===== src/rtl/cmd_deserializer_frontend.sv =====
// cmd_deserializer_frontend: 8N1 serial receiver that packs four bytes into one
// big-endian 32-bit command word. It flags stop-bit framing errors and
// inter-byte timeouts, and each of these is reported as a one-cycle strobe.
module cmd_deserializer_frontend #(
    parameter int CLKS_PER_BIT = 16,
    parameter int TIMEOUT_CLKS = 4096
) (
    input  logic        clk,
    input  logic        rst,
    input  logic        rx,
    output logic [31:0] data_out,
    output logic        valid_out,
    output logic        frame_err,
    output logic        timeout_err
);

    localparam int BIT_CNT_W = $clog2(CLKS_PER_BIT);
    localparam int TO_CNT_W  = $clog2(TIMEOUT_CLKS + 1);

    localparam logic [BIT_CNT_W-1:0] HALF_LOAD = BIT_CNT_W'(CLKS_PER_BIT / 2 - 1);
    localparam logic [BIT_CNT_W-1:0] FULL_LOAD = BIT_CNT_W'(CLKS_PER_BIT - 1);
    localparam logic [TO_CNT_W-1:0]  TO_LIMIT  = TO_CNT_W'(TIMEOUT_CLKS);

    typedef enum logic [1:0] {IDLE, START, DATA, STOP} state_t;

    state_t                state_q, state_d;
    logic                  sync1_q, sync1_d;
    logic                  rx_s_q, rx_s_d;
    logic                  rx_prev_q, rx_prev_d;
    logic [1:0]            settle_q, settle_d;
    logic                  armed_q, armed_d;
    logic [BIT_CNT_W-1:0]  bit_cnt_q, bit_cnt_d;
    logic [2:0]            bit_idx_q, bit_idx_d;
    logic [7:0]            shift_q, shift_d;
    logic [1:0]            byte_idx_q, byte_idx_d;
    logic [23:0]           word_q, word_d;
    logic [TO_CNT_W-1:0]   to_cnt_q, to_cnt_d;
    logic [31:0]           data_out_q, data_out_d;
    logic                  valid_q, valid_d;
    logic                  frame_err_q, frame_err_d;
    logic                  timeout_err_q, timeout_err_d;
    logic                  start_edge;

    // A start edge only counts once the synchronizer carries a real line sample
    // that has been seen high; a line that is held low through reset release
    // therefore never starts a frame.
    assign start_edge = (state_q == IDLE) && armed_q && rx_prev_q && !rx_s_q;

    // Next-state logic for the synchronizer, frame FSM, word assembly and timeout.
    always_comb begin
        state_d       = state_q;
        sync1_d       = rx;
        rx_s_d        = sync1_q;
        rx_prev_d     = rx_s_q;
        settle_d      = {settle_q[0], 1'b1};
        armed_d       = armed_q | (settle_q[1] & rx_s_q);
        bit_cnt_d     = bit_cnt_q;
        bit_idx_d     = bit_idx_q;
        shift_d       = shift_q;
        byte_idx_d    = byte_idx_q;
        word_d        = word_q;
        to_cnt_d      = to_cnt_q;
        data_out_d    = data_out_q;
        valid_d       = 1'b0;
        frame_err_d   = 1'b0;
        timeout_err_d = 1'b0;

        case (state_q)
            IDLE: begin
                if (start_edge) begin
                    state_d   = START;
                    bit_cnt_d = HALF_LOAD;
                    to_cnt_d  = '0;
                end else if (byte_idx_q != 2'd0) begin
                    if (to_cnt_q == TO_LIMIT) begin
                        timeout_err_d = 1'b1;
                        byte_idx_d    = 2'd0;
                        to_cnt_d      = '0;
                    end else begin
                        to_cnt_d = to_cnt_q + TO_CNT_W'(1);
                    end
                end
            end
            START: begin
                if (bit_cnt_q == '0) begin
                    if (!rx_s_q) begin
                        state_d   = DATA;
                        bit_cnt_d = FULL_LOAD;
                        bit_idx_d = 3'd0;
                    end else begin
                        state_d = IDLE;
                    end
                end else begin
                    bit_cnt_d = bit_cnt_q - BIT_CNT_W'(1);
                end
            end
            DATA: begin
                if (bit_cnt_q == '0) begin
                    shift_d   = {rx_s_q, shift_q[7:1]};
                    bit_cnt_d = FULL_LOAD;
                    if (bit_idx_q == 3'd7) begin
                        state_d = STOP;
                    end else begin
                        bit_idx_d = bit_idx_q + 3'd1;
                    end
                end else begin
                    bit_cnt_d = bit_cnt_q - BIT_CNT_W'(1);
                end
            end
            STOP: begin
                if (bit_cnt_q == '0) begin
                    state_d = IDLE;
                    if (rx_s_q) begin
                        case (byte_idx_q)
                            2'd0:    word_d[23:16] = shift_q;
                            2'd1:    word_d[15:8]  = shift_q;
                            2'd2:    word_d[7:0]   = shift_q;
                            default: begin
                                data_out_d = {word_q, shift_q};
                                valid_d    = 1'b1;
                            end
                        endcase
                        byte_idx_d = byte_idx_q + 2'd1;
                    end else begin
                        frame_err_d = 1'b1;
                        byte_idx_d  = 2'd0;
                    end
                end else begin
                    bit_cnt_d = bit_cnt_q - BIT_CNT_W'(1);
                end
            end
            default: state_d = IDLE;
        endcase
    end

    // State register; reset abandons any partial byte or word immediately.
    always_ff @(posedge clk or negedge rst) begin
        if (!rst) begin
            state_q       <= IDLE;
            sync1_q       <= 1'b1;
            rx_s_q        <= 1'b1;
            rx_prev_q     <= 1'b1;
            settle_q      <= 2'b00;
            armed_q       <= 1'b0;
            bit_cnt_q     <= '0;
            bit_idx_q     <= 3'd0;
            shift_q       <= 8'h00;
            byte_idx_q    <= 2'd0;
            word_q        <= 24'h0;
            to_cnt_q      <= '0;
            data_out_q    <= 32'h0;
            valid_q       <= 1'b0;
            frame_err_q   <= 1'b0;
            timeout_err_q <= 1'b0;
        end else begin
            state_q       <= state_d;
            sync1_q       <= sync1_d;
            rx_s_q        <= rx_s_d;
            rx_prev_q     <= rx_prev_d;
            settle_q      <= settle_d;
            armed_q       <= armed_d;
            bit_cnt_q     <= bit_cnt_d;
            bit_idx_q     <= bit_idx_d;
            shift_q       <= shift_d;
            byte_idx_q    <= byte_idx_d;
            word_q        <= word_d;
            to_cnt_q      <= to_cnt_d;
            data_out_q    <= data_out_d;
            valid_q       <= valid_d;
            frame_err_q   <= frame_err_d;
            timeout_err_q <= timeout_err_d;
        end
    end

    assign data_out    = data_out_q;
    assign valid_out   = valid_q;
    assign frame_err   = frame_err_q;
    assign timeout_err = timeout_err_q;

endmodule

===== config.mk =====
export PLATFORM = sky130hd
export DESIGN_NAME = cmd_deserializer_frontend
export DESIGN_NICKNAME = d
export VERILOG_FILES = /design/src/rtl/cmd_deserializer_frontend.sv
export SDC_FILE = /design/constraint.sdc
export NUM_CORES = 1
export LEC_CHECK = 0
export CAP_MARGIN = 10
export CORE_AREA = 2 2 119 121
export CTS_CLUSTER_SIZE = 20
export DETAILED_ROUTE_END_ITERATION = 7
export DIE_AREA = 0 0 121 123
export SLEW_MARGIN = 20
export SYNTH_ARGS = -nofsm -noshare
export SYNTH_HDL_FRONTEND = slang
export SYNTH_SLANG_ARGS = --single-unit

===== constraint.sdc =====
create_clock -name clk -period 2.9 [get_ports clk]
set_clock_uncertainty 0.05 [all_clocks]
set_input_delay 0.87 -clock clk [delete_from_list [all_inputs] [get_ports clk]]
set_output_delay 0.87 -clock clk [all_outputs]
set_load 0.05 [all_outputs]

==> results_tabular.tex <==
% Table of physical implementation metrics
\begin{tabular}{lr}
\hline
Metric & Value \\
\hline
\multicolumn{2}{l}{\textbf{Synthesis}} \\
\quad Multiplexer share of the synthesized area & a little under a fifth \\
\quad Synth Area in Compound Gates & approximately 8.9\% \\
\quad Cell area leaders & sky130\_fd\_sc\_hd\_\_dfrtp\_1, sky130\_fd\_sc\_hd\_\_mux2\_4, sky130\_fd\_sc\_hd\_\_mux2\_2 \\
\quad Top logic cell family in the synthesized netlist & multiplexers \\
\quad Cell area after synthesis & between 4000 and 5000 µm² \\
\quad Gate Count Post-Synth & roughly 340 \\
\quad Synth Seq Share & between 50\% and 60\% \\
\quad EDFF count, synth & 0 \\
\multicolumn{2}{l}{\textbf{Job}} \\
\quad Reported max-cap violation count & 0 \\
\multicolumn{2}{l}{\textbf{Finish}} \\
\quad Inverters & 15 \\
\quad Multi-input combinational cell count & between 200 and 250 \\
\quad Portion of the layout cell area used by clock cells & approximately 6.0\% \\
\quad Combinational gate area & 1950 µm² \\
\quad CLK BUF & 10 \\
\quad Number of diodes added for antenna fixing & 0 \\
\quad Fraction of layout instances using a drive strength above 1 & 26.9\% \\
\quad Leading cell types in the layout, fill and taps excluded & sky130\_fd\_sc\_hd\_\_dfrtp\_1, sky130\_fd\_sc\_hd\_\_mux2\_2, sky130\_fd\_sc\_hd\_\_clkdlybuf4s50\_1, sky130\_fd\_sc\_hd\_\_mux2\_4, sky130\_fd\_sc\_hd\_\_inv\_1 \\
\quad NonClk Buf Share & under 10\% \\
\quad Count of nets after finishing & a little under 400 \\
\multicolumn{2}{l}{\textbf{Timing}} \\
\quad Setup repair after global routing missed its margin & false \\
\quad Max frequency & 406 MHz \\
\quad Worst-case headroom to the max-slew limit & between 50\% and 60\% \\
\quad Portion of the clock cycle consumed by the worst path in the final layout & around 85\% \\
\quad Total setup violations reported at the end of the flow & 0 \\
\quad Actual slew at the worst max-slew pin & 0.699 ns \\
\quad Final Max-Slew Violation Tally & 0 \\
\multicolumn{2}{l}{\textbf{Detailed routing}} \\
\quad First-iteration detailed-routing DRC count & $\sim$140 \\
\quad 1st-pass router iterations & 4 \\
\multicolumn{2}{l}{\textbf{Place}} \\
\quad Routability congestion estimate & 0.805 \\
\multicolumn{2}{l}{\textbf{Global routing}} \\
\quad Maximum number of pins on one net before global-route repair & 59 \\
\quad Antenna violations before repair & 0 \\
\multicolumn{2}{l}{\textbf{Power and ir drop}} \\
\quad Int Pwr & approximately 2.5 mW \\
\quad Pleak & approximately 2.5 nW \\
\quad Logic pwr share & between 10\% and 20\% \\
\quad Cell Pwr Density & 655 nW/µm² \\
\quad Pwr Total & roughly 3.5 mW \\
\multicolumn{2}{l}{\textbf{Worst setup path}} \\
\quad Register-to-register setup slack & 0.60 ns \\
\quad Number of buffer and inverter stages on the critical path & 1 \\
\quad End point of the critical path & data\_out[17] \\
\quad Terminus of the critical flop-to-flop path & data\_out[31] \\
\quad Worst reg2reg path depth & 6 \\
\quad Launching element type of the critical path & register \\
\multicolumn{2}{l}{\textbf{Floorplan}} \\
\quad Number of well taps & 180 \\
\quad Top-Level Pins & 38 \\
\quad Number of placement rows & 43 \\
\multicolumn{2}{l}{\textbf{Clock network}} \\
\quad Post-CTS Setup Repair Bufs & 0 \\
\quad Cts bufs inserted & 9 \\
\quad Later-pin clock latency in the skew report & around 0.34 ns \\
\quad Clock buffer depth & 2 \\
\multicolumn{2}{l}{\textbf{Outcome}} \\
\quad Result of the run & finished, final reports clean \\
\hline
\end{tabular}
through the flow:
| stage | worst slack, ns | cells | util (%) | hold slack [ns] | area (µm²) |
|---|---|---|---|---|---|
| CTS | 0.412 | 563 | 39.6 | 0.246 | 5390 |
| global route | 0.343 | 563 | 39.6 | 0.237 | 5390 |
| detailed placement | 0.612 | 548 | 37.2 | 0.286 | 5060 |
| floorplan | 0.979 | 341 | - | 0.281 | 4560 |
| finish | 0.434 | 563 | 39.6 | 0.260 | 5390 |
| global placement | 0.676 | 548 | 37.2 | 0.282 | 5060 |
power groups by stage:
stage                     clock (mW)  combinational, mW  sequential [mW]
after floorplan                    0              0.530             1.54
after global placement             0              0.657             1.57
after detailed placement           0              0.676             1.58
after CTS                       1.33              0.678             1.55
after global routing            1.40              0.762             1.57
final                           1.30              0.678             1.55
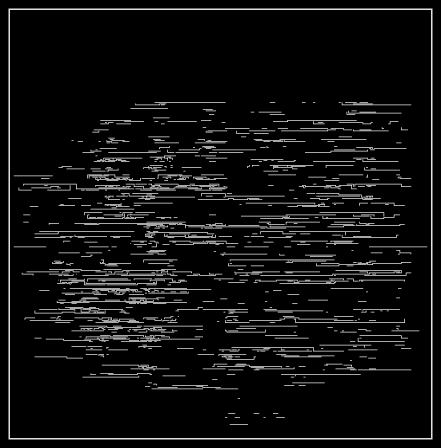
*M1 wires*
longest straight run: 31.3 µm
nets with wire on the layer: 338
wire length on this layer: 4150 µm
main direction: horizontal
total length of routed wires: 8460 µm
Via Count: 2792
grt met1 use: 17.0%

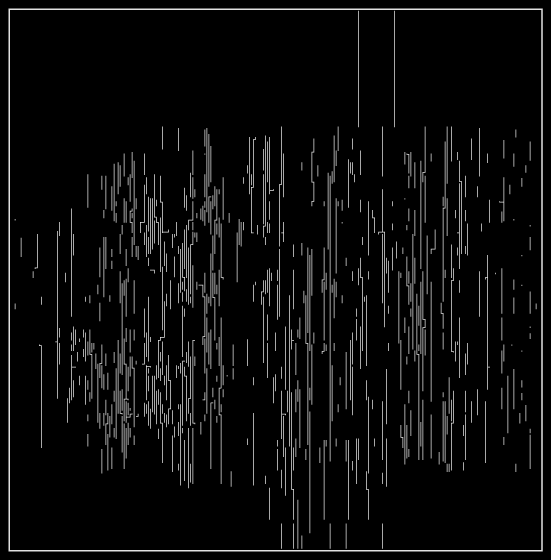
*Metal 2*
longest straight run: 64.9 µm
share of all routed wire: 46%
nets with wire on the layer: 343
main direction: vertical
grt met2 use: 18.8%

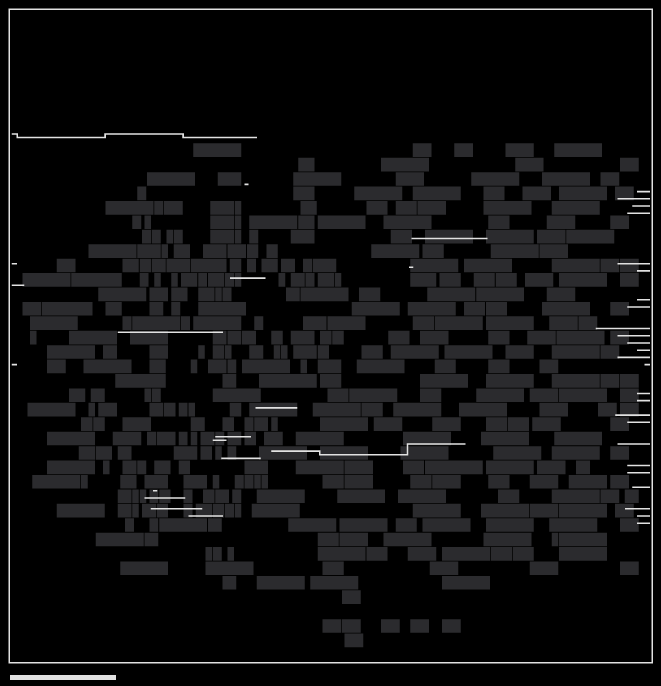
*Signal wires on met3*
Scale bar: 20 µm. Cells faint in the background.
longest straight run: 19.6 µm
main direction: horizontal
share of all routed wire: 3.3%

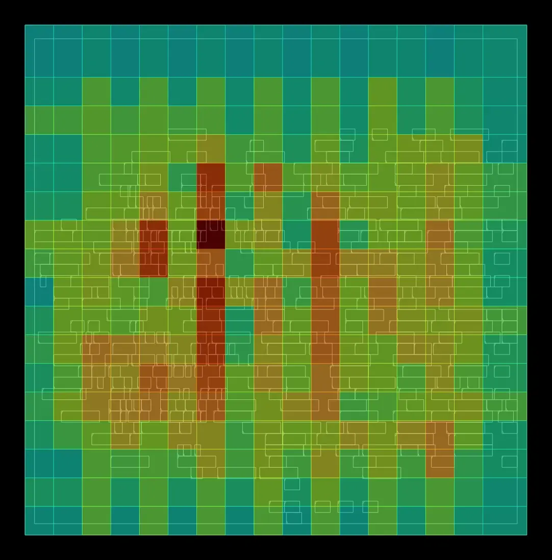
*Congestion heat map*
detailed-route wire length per cell: 15.0 µm
most congested layer reported by global routing: met2
total routing usage reported by global routing: 12.4%
met3 global-route usage: 3.18%

Power figures rest on the tool's default switching activity, not on a simulated workload.
